==> run_1/layer_met2.png <==
Bar = 50 um. Cells faint in the background.
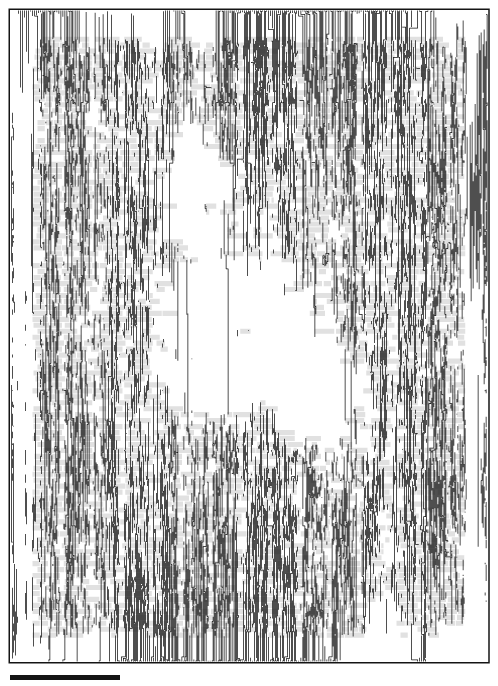
==> run_1/congestion.png <==
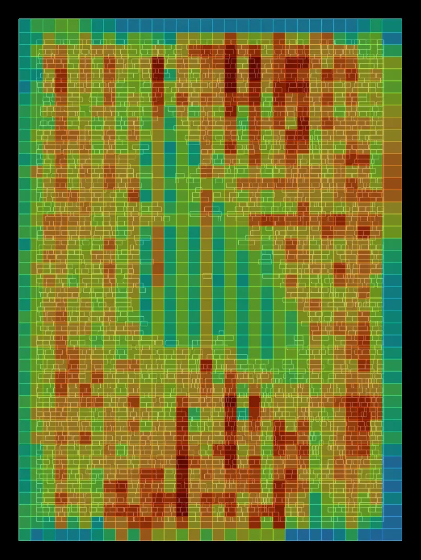
==> run_1/detail.png <==
Bar = 10 um. Window x 89 to 129, y 69 to 109 um. Cells in gray, sequential cells in the stronger gray; small squares are vias.
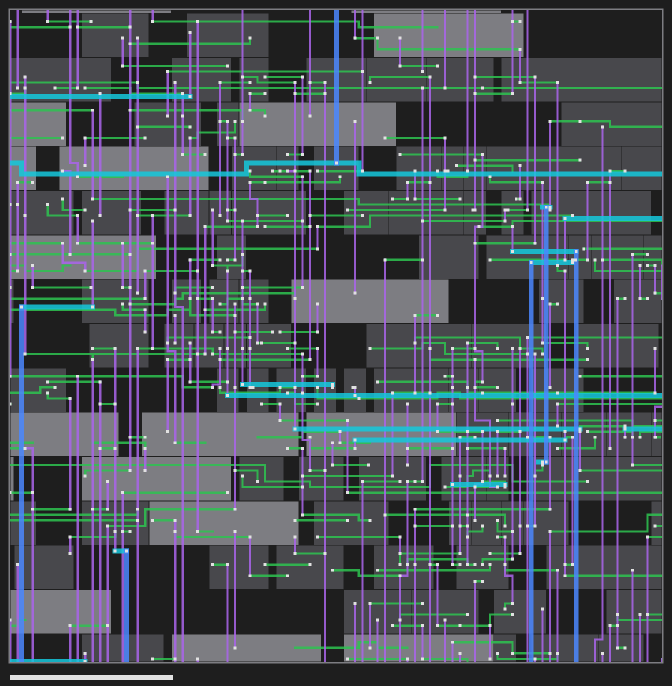
==> run_1/sizes.png <==
Bar = 50 um.
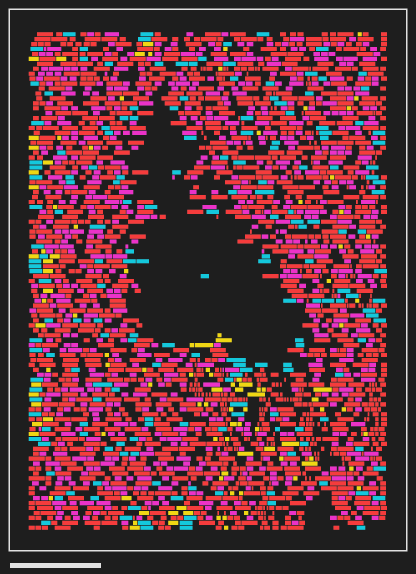
[src/rtl/sat_bin_pkg.sv]
// -----------------------------------------------------------------------------
// sat_bin_pkg
//   Shared definitions for the bin load/store engines (store_bin, load_bin).
//   Holds the default widths of the var/lvl state RAM interfaces, the
//   store/load FSM state encoding and a helper that maps a bin number to the
//   first address of its slice in the var-id RAM.
// -----------------------------------------------------------------------------
package sat_bin_pkg;

    // Default geometry of one bin and of the backing RAMs.
    localparam int SB_NUM_VARS_A_BIN         = 8;
    localparam int SB_NUM_LVLS_A_BIN         = 8;
    localparam int SB_WIDTH_VARS             = 12;
    localparam int SB_WIDTH_LVL              = 16;
    localparam int SB_WIDTH_BIN_ID           = 10;
    localparam int SB_WIDTH_VAR_STATES       = 30;
    localparam int SB_WIDTH_LVL_STATES       = 30;
    localparam int SB_ADDR_WIDTH_VARS        = 9;
    localparam int SB_ADDR_WIDTH_VARS_STATES = 9;
    localparam int SB_ADDR_WIDTH_LVLS_STATES = 9;

    // Store/load FSM encoding, kept as plain constants so older tools that
    // compare against raw state values keep working.
    localparam logic [1:0] ST_IDLE     = 2'd0;
    localparam logic [1:0] ST_STORE_VS = 2'd1;
    localparam logic [1:0] ST_STORE_LS = 2'd2;
    localparam logic [1:0] ST_DONE     = 2'd3;

    // First var-id RAM address of a bin: bin * slots_per_bin, computed at
    // 32 bits and truncated to the RAM address width.
    function automatic logic [SB_ADDR_WIDTH_VARS-1:0] bin_var_base(
        input logic [SB_WIDTH_BIN_ID-1:0] bin,
        input int unsigned                slots
    );
        logic [31:0] prod;
        prod = 32'(bin) * slots;
        return prod[SB_ADDR_WIDTH_VARS-1:0];
    endfunction

endpackage

[src/rtl/store_bin.sv]
// -----------------------------------------------------------------------------
// store_bin
//   Writes one bin of engine state back to the var-state and lvl-state RAMs.
//   On start_store the bin number, level window and all var/lvl state slots
//   are snapshotted. The var phase walks the var-id RAM slice of the bin; each
//   returned var id (one cycle later) is the var-state address for the
//   matching snapshot slot, id 0 meaning an empty slot. The lvl phase writes
//   lvl slots to base_lvl+j for every level inside [base_lvl, cur_lvl].
//
// Ports
//   clk, rst               clock, asynchronous active-low reset
//   start_store            one-cycle request, honoured only when idle
//   request_bin_num_i      bin being written back
//   base_lvl_i, cur_lvl_i  level window held by the engine for this bin
//   var_states_i           NUM_VARS_A_BIN packed var-state slots
//   lvl_states_i           NUM_LVLS_A_BIN packed lvl-state slots
//   apply_store_o          high while busy (RAM port mux select)
//   done_store             one-cycle completion pulse
//   ram_addr_v_o / ram_data_v_i              var-id RAM read port (1-cycle)
//   ram_we/addr/data_v_state_o               var-state RAM write port
//   ram_we/addr/data_l_state_o               lvl-state RAM write port
// -----------------------------------------------------------------------------
module store_bin
    import sat_bin_pkg::*;
#(
    parameter int NUM_VARS_A_BIN         = SB_NUM_VARS_A_BIN,
    parameter int NUM_LVLS_A_BIN         = SB_NUM_LVLS_A_BIN,
    parameter int WIDTH_VARS             = SB_WIDTH_VARS,
    parameter int WIDTH_LVL              = SB_WIDTH_LVL,
    parameter int WIDTH_BIN_ID           = SB_WIDTH_BIN_ID,
    parameter int WIDTH_VAR_STATES       = SB_WIDTH_VAR_STATES,
    parameter int WIDTH_LVL_STATES       = SB_WIDTH_LVL_STATES,
    parameter int ADDR_WIDTH_VARS        = SB_ADDR_WIDTH_VARS,
    parameter int ADDR_WIDTH_VARS_STATES = SB_ADDR_WIDTH_VARS_STATES,
    parameter int ADDR_WIDTH_LVLS_STATES = SB_ADDR_WIDTH_LVLS_STATES
) (
    input  logic                                         clk,
    input  logic                                         rst,
    input  logic                                         start_store,
    input  logic [WIDTH_BIN_ID-1:0]                      request_bin_num_i,
    input  logic [WIDTH_LVL-1:0]                         base_lvl_i,
    input  logic [WIDTH_LVL-1:0]                         cur_lvl_i,
    input  logic [WIDTH_VAR_STATES*NUM_VARS_A_BIN-1:0]   var_states_i,
    input  logic [WIDTH_LVL_STATES*NUM_LVLS_A_BIN-1:0]   lvl_states_i,
    output logic                                         apply_store_o,
    output logic                                         done_store,
    input  logic [WIDTH_VARS-1:0]                        ram_data_v_i,
    output logic [ADDR_WIDTH_VARS-1:0]                   ram_addr_v_o,
    output logic                                         ram_we_v_state_o,
    output logic [ADDR_WIDTH_VARS_STATES-1:0]            ram_addr_v_state_o,
    output logic [WIDTH_VAR_STATES-1:0]                  ram_data_v_state_o,
    output logic                                         ram_we_l_state_o,
    output logic [ADDR_WIDTH_LVLS_STATES-1:0]            ram_addr_l_state_o,
    output logic [WIDTH_LVL_STATES-1:0]                  ram_data_l_state_o
);

    // vs_cnt must reach NUM_VARS_A_BIN (one extra cycle drains the RAM read).
    localparam int VS_CW = $clog2(NUM_VARS_A_BIN + 1);
    localparam int LS_CW = $clog2(NUM_LVLS_A_BIN + 1);

    localparam int VAR_BITS = WIDTH_VAR_STATES * NUM_VARS_A_BIN;
    localparam int LVL_BITS = WIDTH_LVL_STATES * NUM_LVLS_A_BIN;

    // ------------------------------------------------------------------
    // State
    // ------------------------------------------------------------------
    logic [1:0]              state_q,    state_d;
    logic [VS_CW-1:0]        vs_cnt_q,   vs_cnt_d;
    logic [LS_CW-1:0]        ls_cnt_q,   ls_cnt_d;
    logic [WIDTH_BIN_ID-1:0] bin_q,      bin_d;
    logic [WIDTH_LVL-1:0]    base_lvl_q, base_lvl_d;
    logic [WIDTH_LVL-1:0]    cur_lvl_q,  cur_lvl_d;
    logic [VAR_BITS-1:0]     var_q,      var_d;
    logic [LVL_BITS-1:0]     lvl_q,      lvl_d;

    always_ff @(posedge clk or negedge rst) begin
        if (!rst) begin
            state_q    <= ST_IDLE;
            vs_cnt_q   <= '0;
            ls_cnt_q   <= '0;
            bin_q      <= '0;
            base_lvl_q <= '0;
            cur_lvl_q  <= '0;
            var_q      <= '0;
            lvl_q      <= '0;
        end else begin
            state_q    <= state_d;
            vs_cnt_q   <= vs_cnt_d;
            ls_cnt_q   <= ls_cnt_d;
            bin_q      <= bin_d;
            base_lvl_q <= base_lvl_d;
            cur_lvl_q  <= cur_lvl_d;
            var_q      <= var_d;
            lvl_q      <= lvl_d;
        end
    end

    // ------------------------------------------------------------------
    // Next state. The snapshot is loaded only from IDLE, so a start_store
    // arriving mid-store cannot disturb the bin being written.
    // ------------------------------------------------------------------
    always_comb begin
        state_d    = state_q;
        vs_cnt_d   = vs_cnt_q;
        ls_cnt_d   = ls_cnt_q;
        bin_d      = bin_q;
        base_lvl_d = base_lvl_q;
        cur_lvl_d  = cur_lvl_q;
        var_d      = var_q;
        lvl_d      = lvl_q;

        case (state_q)
            ST_IDLE: begin
                if (start_store) begin
                    state_d    = ST_STORE_VS;
                    vs_cnt_d   = '0;
                    ls_cnt_d   = '0;
                    bin_d      = request_bin_num_i;
                    base_lvl_d = base_lvl_i;
                    cur_lvl_d  = cur_lvl_i;
                    var_d      = var_states_i;
                    lvl_d      = lvl_states_i;
                end
            end
            ST_STORE_VS: begin
                if (vs_cnt_q == VS_CW'(NUM_VARS_A_BIN)) begin
                    state_d  = ST_STORE_LS;
                    vs_cnt_d = '0;
                    ls_cnt_d = '0;
                end else begin
                    vs_cnt_d = vs_cnt_q + 1'b1;
                end
            end
            ST_STORE_LS: begin
                if (ls_cnt_q == LS_CW'(NUM_LVLS_A_BIN - 1)) begin
                    state_d  = ST_DONE;
                    ls_cnt_d = '0;
                end else begin
                    ls_cnt_d = ls_cnt_q + 1'b1;
                end
            end
            ST_DONE: begin
                state_d = ST_IDLE;
            end
            default: begin
                state_d = ST_IDLE;
            end
        endcase
    end

    // ------------------------------------------------------------------
    // Var phase datapath.
    // ------------------------------------------------------------------
    logic [ADDR_WIDTH_VARS-1:0] var_base;
    logic [VS_CW-1:0]           vs_slot;
    logic                       in_vs;

    assign in_vs    = (state_q == ST_STORE_VS);
    assign var_base = bin_var_base(bin_q, NUM_VARS_A_BIN);
    // RAM data seen in count k+1 belongs to the address issued at count k.
    assign vs_slot  = vs_cnt_q - 1'b1;

    always_comb begin
        ram_addr_v_o       = '0;
        ram_we_v_state_o   = 1'b0;
        ram_addr_v_state_o = '0;
        ram_data_v_state_o = '0;

        if (in_vs && (vs_cnt_q < VS_CW'(NUM_VARS_A_BIN))) begin
            ram_addr_v_o = var_base + ADDR_WIDTH_VARS'(vs_cnt_q);
        end

        // A zero var id marks an unused slot: nothing to write back.
        if (in_vs && (vs_cnt_q != '0) && (ram_data_v_i != '0)) begin
            ram_we_v_state_o   = 1'b1;
            ram_addr_v_state_o = ADDR_WIDTH_VARS_STATES'(ram_data_v_i);
            ram_data_v_state_o = var_q[int'(vs_slot)*WIDTH_VAR_STATES +: WIDTH_VAR_STATES];
        end
    end

    // ------------------------------------------------------------------
    // Lvl phase datapath. The level sum carries one extra bit so a window
    // near the top of the level range can never wrap to low addresses.
    // ------------------------------------------------------------------
    logic [WIDTH_LVL:0] lvl_sum;
    logic               lvl_in_range;

    assign lvl_sum      = {1'b0, base_lvl_q} + (WIDTH_LVL+1)'(ls_cnt_q);
    assign lvl_in_range = (lvl_sum <= {1'b0, cur_lvl_q});

    always_comb begin
        ram_we_l_state_o   = 1'b0;
        ram_addr_l_state_o = '0;
        ram_data_l_state_o = '0;

        if ((state_q == ST_STORE_LS) && lvl_in_range) begin
            ram_we_l_state_o   = 1'b1;
            ram_addr_l_state_o = ADDR_WIDTH_LVLS_STATES'(lvl_sum[WIDTH_LVL-1:0]);
            ram_data_l_state_o = lvl_q[int'(ls_cnt_q)*WIDTH_LVL_STATES +: WIDTH_LVL_STATES];
        end
    end

    // ------------------------------------------------------------------
    // Status.
    // ------------------------------------------------------------------
    assign apply_store_o = (state_q != ST_IDLE);
    assign done_store    = (state_q == ST_DONE);

endmodule

[config.mk]
export PLATFORM = sky130hd
export DESIGN_NAME = store_bin
export DESIGN_NICKNAME = d
export VERILOG_FILES = /design/src/rtl/sat_bin_pkg.sv /design/src/rtl/store_bin.sv
export SDC_FILE = /design/constraint.sdc
export NUM_CORES = 1
export LEC_CHECK = 0
export CORE_ASPECT_RATIO = 1.4
export CORE_MARGIN = 10
export CORE_UTILIZATION = 45
export CTS_BUF_LIST = sky130_fd_sc_hd__clkbuf_2 sky130_fd_sc_hd__clkbuf_4 sky130_fd_sc_hd__clkbuf_8
export CTS_CLUSTER_DIAMETER = 120
export DETAILED_ROUTE_END_ITERATION = 7
export PLACE_DENSITY = 0.74
export SYNTH_ARGS = -nofsm -noshare
export SYNTH_HDL_FRONTEND = slang
export SYNTH_SLANG_ARGS = --single-unit
[constraint.sdc]
create_clock -name clk -period 5.6 [get_ports clk]
set_input_delay 1.4 -clock clk [delete_from_list [all_inputs] [get_ports clk]]
set_output_delay 1.4 -clock clk [all_outputs]
set_load 0.05 [all_outputs]
==> Changelog: implementation, run 1 <==
### Implementation results

- # fillers: slightly above 4000
- Most instantiated cells after synthesis: dfrtp_1 (528), mux2_2 (519), mux4_2 (120)
- Run status: finished, final reports clean
- First-pass GRT wire length: 117.6 mm
- Pwr Density: 559.9 nW/um^2
- Clock sinks: 528
- CP startpoint: ls_cnt_q[1]
- Initial DRC Count: 917
- Final setup fails: 0
- DIE HEIGHT: 297.6 um
- Count leader, synth: dfrtp_1
- # Cells Yosys: between 1500 and 2000
- HPWL Detailed: 59.81 mm
- Net Sw Power: a little under 7000 uW
- Final worst path period need: ~5400 ps
- Leakage: 0.01411 uW
- FMAX: roughly 180 MHz
- Slew Viols, Final: 0
- CP dominant cell by count: buf_12
- Hold Path Class: register to register
- Hold Buf Count CTS: 0
- Yosys stat area: 24770 sq um
- Max cap viols: 0
- Distinct lib cells: 47
- Sw frac: 35.00%
- Total congestion overflow: 0
- Worst setup endpoint: ram_data_l_state_o[18]
- Skew final: 42.43 ps
- Num CTS Buffers: 84
- TritonCTS clock tree: done
- Tool warning count: between 40 and 50
- RSZ-0062 raised after global routing: yes
- Register share after synthesis: 53.35%
- Max IR drop VDD: 411.7 uV
- Crit path max-delay family: buffers and inverters
- Mean Syn Cell Area: 15.04 sq um
- Slowest CP cell: dfrtp_2
- Max_slew headroom: 31.10%
- Least-Margin Pin Slew: just over 1000 ps
- Top Ports: 628
- CTS Root Cell: clkbuf_8
- Critical-path cell list: ha_1 > a21o_1 > and2_1 > o31ai_2 > buf_4 > nor2_1 > xor2_1 > ha_1 > nand3_4 > nor3_2 > a211oi_2 > buf_4 > o211ai_4 > buf_12 > buf_12 > nor3_4 > buf_12
- R2R Path Start: ls_cnt_q[1]
- Buf/Inv on CP: 5
- Top FF cell, synth: dfrtp_1
- Post-synth top area cell: dfrtp_1
- Sequential power share: 35.5%
- Syn nets: approximately 2200
- Fin. Hold Viols: 0
- Top cells by area: dfrtp_1 (53%), mux2_2 (24%), mux4_2 (11%)
- Post-layout period usage of the worst path: 97.28%
- DRC viols: 0
- Int Power: ~13000 uW
- Storage cell area: 13220 sq um
- GP Congestion: 0.8958
- Num rows: 101
- WP depth: 17
- Clk ins delay skew pair: 670 ps
- Logic area: 11270 sq um
- Vias in the first global route: 18709
- RR Endpoint: state_q[1]
- CTS clk-pin slew, worst paths: 70 ps
- Total track usage: 24.16%
- Core area: ~54000 sq um
- Warnings from Yosys: 0
- CP max stage delay: 420 ps
- Combinational fraction of design power: 46.3%
- Die Wd: 218.3 um
- Fp_density: 45.58%
- Crit Path Class: register to output port
Notes on layer_met2.png above:
- wire length on this layer: 41.3 mm
- nets with wire on the layer: 2626
- share of all routed wire: 52%
GR Util met2: 41.25%
Vias: 16679
DRT Wirelength: 79.70 mm

Notes on congestion.png above:
met3 usage: 10.37%
gr busiest metal: met2
Finished Core Util: 63.90%
met1 global-route usage: 25.46%
wire per inst: 25.66 um

Notes on detail.png above:
- blue: metal 4
- green: metal 1
- purple: metal 2
- cyan: metal 3
- most frequent: mux2_2 (10), dfrtp_1 (10), nand2_1 (8)
- cells with their middle in the window: 99
- sequential cells in the window: 13
- netlist names of flops here include: base_lvl_q (5), lvl_q (5), ls_cnt_q (3)

Notes on sizes.png above:
- yellow: _3 and _4 cells (cells 107; share 4.5%; most used buf_4)
- cyan: _6 and larger (cells 185; share 7.9%; most used clkbuf_8)
- magenta: _2 cells (cells 674; share 29%; most used mux2_2)
- red: _0 and _1 cells (cells 1387; share 59%; most used clkdlybuf4s50_1)
Non-clk bufs: 663
PnR worst setup slack: 152.6 ps
Design Area, Final: 34720 sq um
P&R area growth vs syn: 40.20%

==> run 1: worst min path at each step <==
stage,depth (start not counted),from,endpoint
final,1,lvl_q[203],lvl_q[203]
after global routing,1,lvl_q[229],lvl_q[229]
after CTS,1,var_q[56],var_q[56]
after detailed placement,1,var_q[128],var_q[128]
after global placement,1,var_q[155],var_q[155]
after floorplan,1,var_q[174],var_q[174]
==> run 1: repair_timing <==
action | 4_1_cts | 5_1_grt
gates resized | 50 | 15
setup buffers | 6 | 3
gates cloned | 1 | 1
pin swaps | 20 | 31
hold endpoints to repair | 0 | 0
setup endpoints to repair | 37 | 40
==> run 1: placed cells by master (no fill, tap or decap), types with 8 or more instances in the layout <==
master,instances
xnor2_1,10
clkdlybuf4s50_1,552
mux4_2,120
buf_12,73
ha_1,26
mux2_2,519
clkinv_2,13
diode_2,32
nor3_4,28
nor2b_1,8
mux2i_1,30
a21oi_1,33
buf_4,35
and2_1,14
o21ai_0,13
nand3_1,8
clkbuf_8,102
nor2_1,16
nand2_1,80
clkbuf_4,27
dfrtp_1,523
xor2_1,8
inv_1,29
==> run 1: power groups by stage <==
stage	registers (uW)	clock network, uW	logic [uW]
CTS	6910	3650	8940
detailed placement	6970	0	8600
floorplan	6440	0	6180
global placement	6800	0	8400
finish	6900	3550	8990
global route	7120	3830	9620
==> run 1: state kept, by name, summed over array words and instances, names as in the netlist <==
name and count:
var_q 240, ls_cnt_q 4, state_q 2, cur_lvl_q 16
vs_cnt_q 4, base_lvl_q 16, bin_q 6, lvl_q 240
==> run 1: logic make-up after synthesis <==
family                     count (synthesis)  synth area share (%)
xor gates and xnor gates                  21                0.7426
muxes                                    669                 35.72
AOI/OAI and AO/OA                         72                 1.894
buffers and inverters                    138                 2.597
DFF                                      528                 53.35
adders and majority gates                 30                 1.546
and+or+nand+nor                          189                 4.153
==> run 1: final cells by class <==
cell class,count,share of cell area [%]
Multi-Input combinational cell,981,32.44
Inverter,30,0.3243
Clock buffer,129,4.627
Timing Repair Buffer,663,21.07
Tap cell,721,2.598
Antenna cell,32,0.2306
Sequential cell,528,38.08
Clock inverter,22,0.6198
==> run 1: through the flow <==
stage               TNS (ps)  hold slack (ps)  setup slack (ps)  total power [uW]  std cells
global route          -641.8            509.4            -72.63             20570       3097
floorplan             -119.8            473.9            -59.92             12610       1647
detailed placement         0            488.0             433.3             15570       2913
finish                     0            499.8             152.6             19440       3106
global placement           0            480.6             504.4             15200       2913
CTS                        0            501.2             1.091             19490       3071
==> run 1: layer usage <==
| metal | global-route usage [%] | part of all wire (%) | vias up |
|---|---|---|---|
| met5 | 0 | 0.43 | - |
| met4 | 10.16 | 3.4 | 54 |
| met3 | 10.37 | 9.5 | 168 |
| met2 | 41.25 | 52 | 614 |
| met1 | 25.46 | 35 | 8489 |
| li1 | - | - | 7354 |
==> run_1/layer_met1.png <==
Bar = 50 um. Supply wires on this layer in gray. Cells faint in the background.
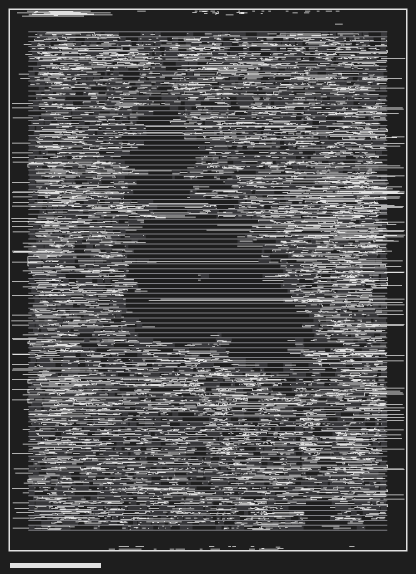

==> run 2: changes to the inputs <==
Settings changed: GPL_TIMING_DRIVEN set to 0.
==> run_2/layer_met1.png <==
Bar = 50 um. Supply wires on this layer in gray. Cells faint in the background.
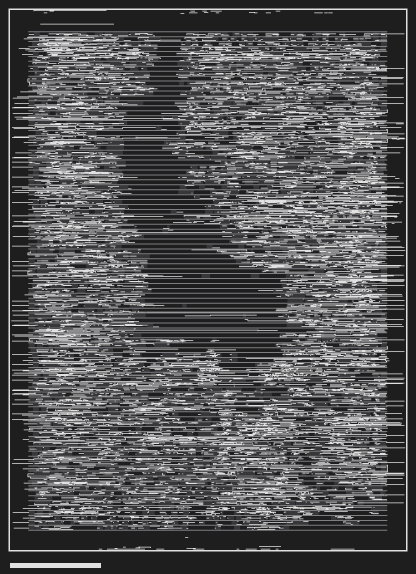
- nets with wire on the layer: 2720
- main direction: horizontal
- longest straight run: 80.0 um
- wire length on this layer: 31.2 mm
met1 global-route usage: 28.54%
Vias: 17519
DRT Wirelength: 90.13 mm

==> Changelog: implementation, run 2 <==
### Implementation results

- Leakage: 0.01458 uW (was 0.01411 uW)
- Warnings from Yosys: 0 (unchanged)
- P&R area growth vs syn: 39.73% (was 40.20%)
- Fa+ha+maj area frac: 1.546% (unchanged)
- Core area: 54340 sq um (unchanged)
- Top cells by area: dfrtp_1 (53%), mux2_2 (24%), mux4_2 (11%) (unchanged)
- Final setup fails: 0 (unchanged)
- Max cap viols: 0 (unchanged)
- Hold Path Class: register to register (unchanged)
- Clock sinks: 528 (unchanged)
- Slowest CP cell: dfrtp_1 (was dfrtp_2)
- Simple share: 4.153% (unchanged)
- Skew final: 31.02 ps (was 42.43 ps)
- Compound-Gate Fraction of Synth Area: 1.894% (unchanged)
- Most instantiated cells after synthesis: dfrtp_1 (528), mux2_2 (519), mux4_2 (120) (unchanged)
- Pwr Density: 567.6 nW/um^2 (was 559.9 nW/um^2)
- DR WL met2: 47.50 mm (was 41.26 mm)
- Distinct lib cells: 47 (unchanged)
- Mux area share: 35.72% (unchanged)
- Mean Syn Cell Area: 15.04 sq um (unchanged)
- Initial DRC Count: 941 (was 917)
- Num rows: 101 (unchanged)
- Slew Viols, Final: 0 (unchanged)
- Tool warning count: 54 (was 45)
- Top Ports: 628 (unchanged)
- Max IR drop VDD: 318.8 uV (was 411.7 uV)
- CTS clk-pin slew, worst paths: 60 ps (was 70 ps)
- Syn nets: 2214 (unchanged)
- CTS Root Cell: clkbuf_8 (unchanged)
- Top cells excl fill/tap: clkdlybuf4s50_1 (555), dfrtp_1 (528), mux2_2 (519), mux4_2 (120), clkbuf_8 (108) (was clkdlybuf4s50_1 (552), dfrtp_1 (523), mux2_2 (519), mux4_2 (120), clkbuf_8 (102))
- Dominant comb cell: multiplexers (unchanged)
- CP dominant cell by count: buf_6 (was buf_12)
- GP Congestion: 0.9022 (was 0.8958)
- Hold slack: 497.3 ps (was 499.8 ps)
- Final worst path period need: 5572 ps (was 5447 ps)
- # fillers: 4094 (was 4024)
- TritonCTS clock tree: done (unchanged)
- Count leader, synth: dfrtp_1 (unchanged)
- HPWL Detailed: 70.43 mm (was 59.81 mm)
- Setup TNS: 0 ps (unchanged)
- Die Wd: 218.3 um (unchanged)
- Met1 Wirelength: 31.21 mm (was 27.80 mm)
- RSZ-0062 raised after global routing: yes (unchanged)
- Top sig layer: met5 (unchanged)
- Post-layout period usage of the worst path: 99.50% (was 97.28%)
- Run status: finished, final reports clean (unchanged)
- Crit Path Class: register to output port (unchanged)
- Most frequent logic cell in the layout: clkdlybuf4s50_1 (unchanged)
- Top FF cell, synth: dfrtp_1 (unchanged)
- Design Area, Final: 34610 sq um (was 34720 sq um)
- Finished Core Util: 63.69% (was 63.90%)
- Post-synth top area cell: dfrtp_1 (unchanged)
- Clk ins delay skew pair: 670 ps (about the same)
- Overall power: 19640 uW (was 19440 uW)
- DRC viols: 0 (unchanged)
- Critical-path cell list: buf_6 > ha_4 > a21o_1 > and2_4 > o31ai_4 > buf_6 > nor2_4 > xor2_1 > ha_1 > nand2_2 > nor3_4 > a211oi_4 > o211ai_4 > buf_12 > buf_16 > nor3_4 > buf_6 (was ha_1 > a21o_1 > and2_1 > o31ai_2 > buf_4 > nor2_1 > xor2_1 > ha_1 > nand3_4 > nor3_2 > a211oi_2 > buf_4 > o211ai_4 > buf_12 > buf_12 > nor3_4 > buf_12)
## run 2: kinds of logic after synthesis
family                     Yosys count
DFF                                528
AOI/OAI and AO/OA                   72
buffers and inverters              138
adders and majority gates           30
xor gates and xnor gates            21
and+or+nand+nor                    189
muxes                              669
## run 2: timing repair
item / CTS / global route
hold buffers: 0 / 0
pin swaps: 40 / 23
gates cloned: 4 / 0
hold endpoints to repair: 0 / 0
gates resized: 328 / 54
setup buffers: 12 / 5
endpoints found under the setup margin: 70 / 62
## run 2: area by class of cell
| class | instances | area (sq um) | share of cell area [%] |
|---|---|---|---|
| inverter | 30 | 112.6 | 0.3254 |
| multi-input combinational | 982 | 11320 | 32.71 |
| clock buffer | 134 | 1682 | 4.859 |
| buffer | 106 | 551.8 | 1.594 |
| antenna | 36 | 90.09 | 0.2603 |
| sequential | 528 | 13210 | 38.18 |
| tap | 721 | 902.1 | 2.607 |
| timing repair buffer | 646 | 6613 | 19.11 |
| clock inverter | 12 | 122.6 | 0.3543 |
## run 2: worst paths after layout
path,to,start,cells past startpoint
max,ram_data_l_state_o[8],ls_cnt_q[1],17
min,var_q[172],var_q[172],1
max reg2reg,var_q[85],state_q[0],7
min reg2reg,var_q[172],var_q[172],1
max in group asynchronous,var_q[103],rst,4
min in group asynchronous,lvl_q[16],rst,1
## run 2: power breakdown
group	total, uW	switching (uW)	internal, uW
combinational	9230	4490	4740
clock	3550	1560	1990
sequential	6860	1080	5780
## run 2: worst max-delay path: cells and delay by family, from the launching register on
kind,cells,cell delay [ps]
XOR/XNOR,1,160
AND/OR/NAND/NOR,5,610
AND-OR/OR-AND,4,980
flip-flops,1,390
buffers and inverters,5,840
adder cells (fa/ha/maj),2,530
## run 2: stage by stage
step	setup slack, ps	cells
CTS	-13.13	3156
floorplan	-59.92	1647
detailed placement	-1139	2995
finish	28.13	3195
global route	-107.8	3188
global placement	-19770	2991
## run 2: per-layer routing
metal / vias to the layer above / track usage (%)
met5: - / 0
met4: 44 / 13.51
met3: 190 / 9.613
met2: 745 / 46.92
met1: 9002 / 28.54
li1: 7538 / -
==> run 3: changes to the inputs <==
Settings changed: PLACE_DENSITY 0.74 to unset, PLACE_DENSITY_LB_ADDON set to 0.1, SKIP_LAST_GASP set to 1.
==> run_3/sizes.png <==
Bar = 50 um.
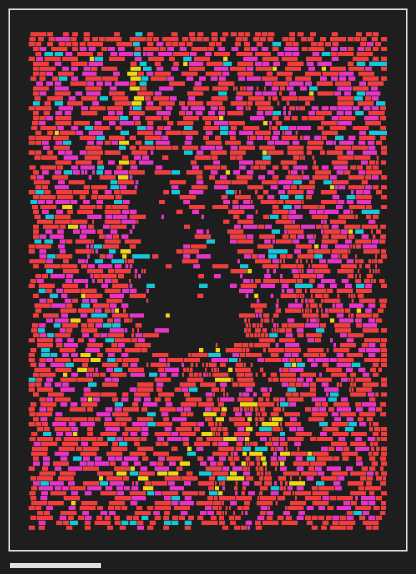
- red: _0 and _1 cells (cells 1451; share 60%; most used clkdlybuf4s50_1)
- magenta: _2 cells (cells 749; share 31%; most used mux2_2)
- cyan: _6 and larger (cells 149; share 6.1%; most used clkbuf_8)
- yellow: _3 and _4 cells (cells 80; share 3.3%; most used clkbuf_4)
P&R area growth vs syn: 38.57%
PnR worst setup slack: 103.4 ps

==> Changelog: implementation, run 3 <==
### Implementation results

- Run status: finished, final reports clean (unchanged)
- Least-Margin Pin Slew: 1329 ps (was 1373 ps)
- Hold Crit Depth: 1 (unchanged)
- Hold Path End: var_q[155] (was var_q[172])
- Initial DRC Count: 1010 (was 941)
- Critical-path cell list: ha_4 > a21o_1 > and2_4 > o31ai_4 > nor2_2 > xor2_1 > ha_1 > nand3_4 > nor4_2 > o21ai_0 > a22oi_1 > nor2_1 > clkdlybuf4s15_2 (was buf_6 > ha_4 > a21o_1 > and2_4 > o31ai_4 > buf_6 > nor2_4 > xor2_1 > ha_1 > nand2_2 > nor3_4 > a211oi_4 > o211ai_4 > buf_12 > buf_16 > nor3_4 > buf_6)
- Fin. Hold Viols: 0 (unchanged)
- Slew Viols, Final: 0 (unchanged)
- Post-layout period usage of the worst path: 98.15% (was 99.50%)
- TritonCTS clock tree: done (unchanged)
- Slowest CP cell: dfrtp_2 (was dfrtp_1)
- Hold Crit Start: var_q[155] (was var_q[172])
- Sequential power share: 35.2% (was 34.9%)
- R2R Path Start: state_q[0] (unchanged)
- Most instantiated cells after synthesis: dfrtp_1 (528), mux2_2 (519), mux4_2 (120) (unchanged)
- # Cells Yosys: 1647 (unchanged)
- Tool warning count: 49 (was 54)
- Max_slew headroom: 11.38% (was 8.473%)
- Vias in the first global route: 19121 (was 19440)
- CP startpoint: ls_cnt_q[1] (unchanged)
- Crit Path Class: register to output port (unchanged)
- # fillers: 4293 (was 4094)
- Hold Buf Count CTS: 0 (unchanged)
- Top cells by area: dfrtp_1 (53%), mux2_2 (24%), mux4_2 (11%) (unchanged)
- Biggest regs: lvl_q (240), var_q (240) (unchanged)
- DIE HEIGHT: 297.6 um (unchanged)
- Final setup fails: 0 (unchanged)
- Top FF cell, synth: dfrtp_1 (unchanged)
- Fp_density: 45.58% (unchanged)
- Distinct lib cells: 47 (unchanged)
- Top Ports: 628 (unchanged)
- DRT Wirelength: 88.63 mm (was 90.13 mm)
- Clk ins delay skew pair: 660 ps (was 670 ps)
- Top cells excl fill/tap: clkdlybuf4s50_1 (552), dfrtp_1 (527), mux2_2 (519), mux4_2 (120), clkbuf_8 (106) (was clkdlybuf4s50_1 (555), dfrtp_1 (528), mux2_2 (519), mux4_2 (120), clkbuf_8 (108))
- Leakage: 0.01424 uW (was 0.01458 uW)
- Core area: 54340 sq um (unchanged)
- Warnings from Yosys: 0 (unchanged)
- Wire per inst: 27.94 um (was 28.21 um)
- Count leader, synth: dfrtp_1 (unchanged)
- Total track usage: 26.77% (was 27.13%)
- R2R depth: 7 (unchanged)
- Num rows: 101 (unchanged)
- Int Power: 12350 uW (was 12500 uW)
- Overall power: 19380 uW (was 19640 uW)
- Most frequent logic cell in the layout: clkdlybuf4s50_1 (unchanged)
- Post-synth top area cell: dfrtp_1 (unchanged)
- Register share after synthesis: 53.35% (unchanged)
- DRC viols: 0 (unchanged)
- CTS clk-pin slew, worst paths: 60 ps (about the same)
- RSZ-0062 raised after global routing: yes (unchanged)
- CTS Root Cell: clkbuf_8 (unchanged)
## run 3: cell counts after synthesis
No cell type changed its count.
## run 3: logic make-up (layout without fill, tap and decap cells)
group	count (synthesis)	after routing	share of synthesized area, %
other cells	0	22	0
fa+ha+maj	30	30	1.546
flops	528	528	53.35
xor+xnor	21	21	0.7426
buf+inv	138	919	2.597
mux	669	669	35.72
simple gates	189	189	4.153
compound gates	72	73	1.894
## run 3: area by class of cell
type / instances / area, sq um / area share [%]
Tap cell: 721 / 902.1 / 2.629
Inverter: 30 / 112.6 / 0.3281
Antenna cell: 22 / 55.05 / 0.1604
Sequential cell: 528 / 13210 / 38.50
Timing Repair Buffer: 638 / 6452 / 18.80
Clock buffer: 129 / 1632 / 4.754
Multi-Input combinational cell: 982 / 11250 / 32.78
Buffer: 107 / 583.1 / 1.699
Clock inverter: 15 / 118.9 / 0.3463
## run 3: worst max-delay path by stage
stage                                         to  slack [ps]  depth (start not counted)
after floorplan            ram_addr_l_state_o[2]         -60                         14
after global placement                lvl_q[104]      -20080                          1
after detailed placement  ram_data_l_state_o[13]       -1100                         16
after CTS                 ram_data_l_state_o[13]         -20                         17
after global routing       ram_addr_l_state_o[4]        -170                         13
final                      ram_addr_l_state_o[3]         100                         13
## run 3: routing by layer
layer  vias up  global-route usage [%]  wire length (um)
li1       7501                       -                 -
met1      8877                   28.14             30950
met2       687                   46.70             46330
met3       186                   9.776              7850
met4        50                   11.99              3208
met5         -                       0               298
## run 3: per-stage QoR
stage	hold WS, ps	worst slack, ps	util, %	instance area, sq um	TNS, ps
6_report	501.5	103.4	63.16	34320	0
3_3_place_gp	480.5	-20080	58.72	31910	-
3_5_place_dp	487.2	-1102	58.93	32020	-36380
4_1_cts	501.7	-18.55	62.30	33860	-19.16
2_1_floorplan	473.9	-59.92	-	24770	-119.8
5_1_grt	513.8	-169.5	63.14	34310	-1116
## run 3: critical path, delay by kind of cell, from the launching register on
kind                       cells  cell delay [ps]
DFF                            1              450
adders and majority gates      2              570
and+or+nand+nor                5              900
xor gates and xnor gates       1              180
AOI/OAI and AO/OA              4              990
buffers and inverters          1              350
## run 3: what timing repair did
action                                  in CTS  in global routing
gates resized                              289                 77
endpoints found under the setup margin      70                 44
pin swaps                                    6                 28
gates cloned                                 1                  1
buffers inserted                             8                  2
## run 3: power by group through the flow
stage	registers, uW	logic (uW)	clock network, uW
2_1_floorplan	6440	6180	0
3_3_place_gp	6770	8540	0
3_5_place_dp	6860	8710	0
4_1_cts	6790	8860	3540
5_1_grt	7020	9680	3710
6_report	6820	9100	3460
No activity file was given, so power comes from the tool's default toggle rates.
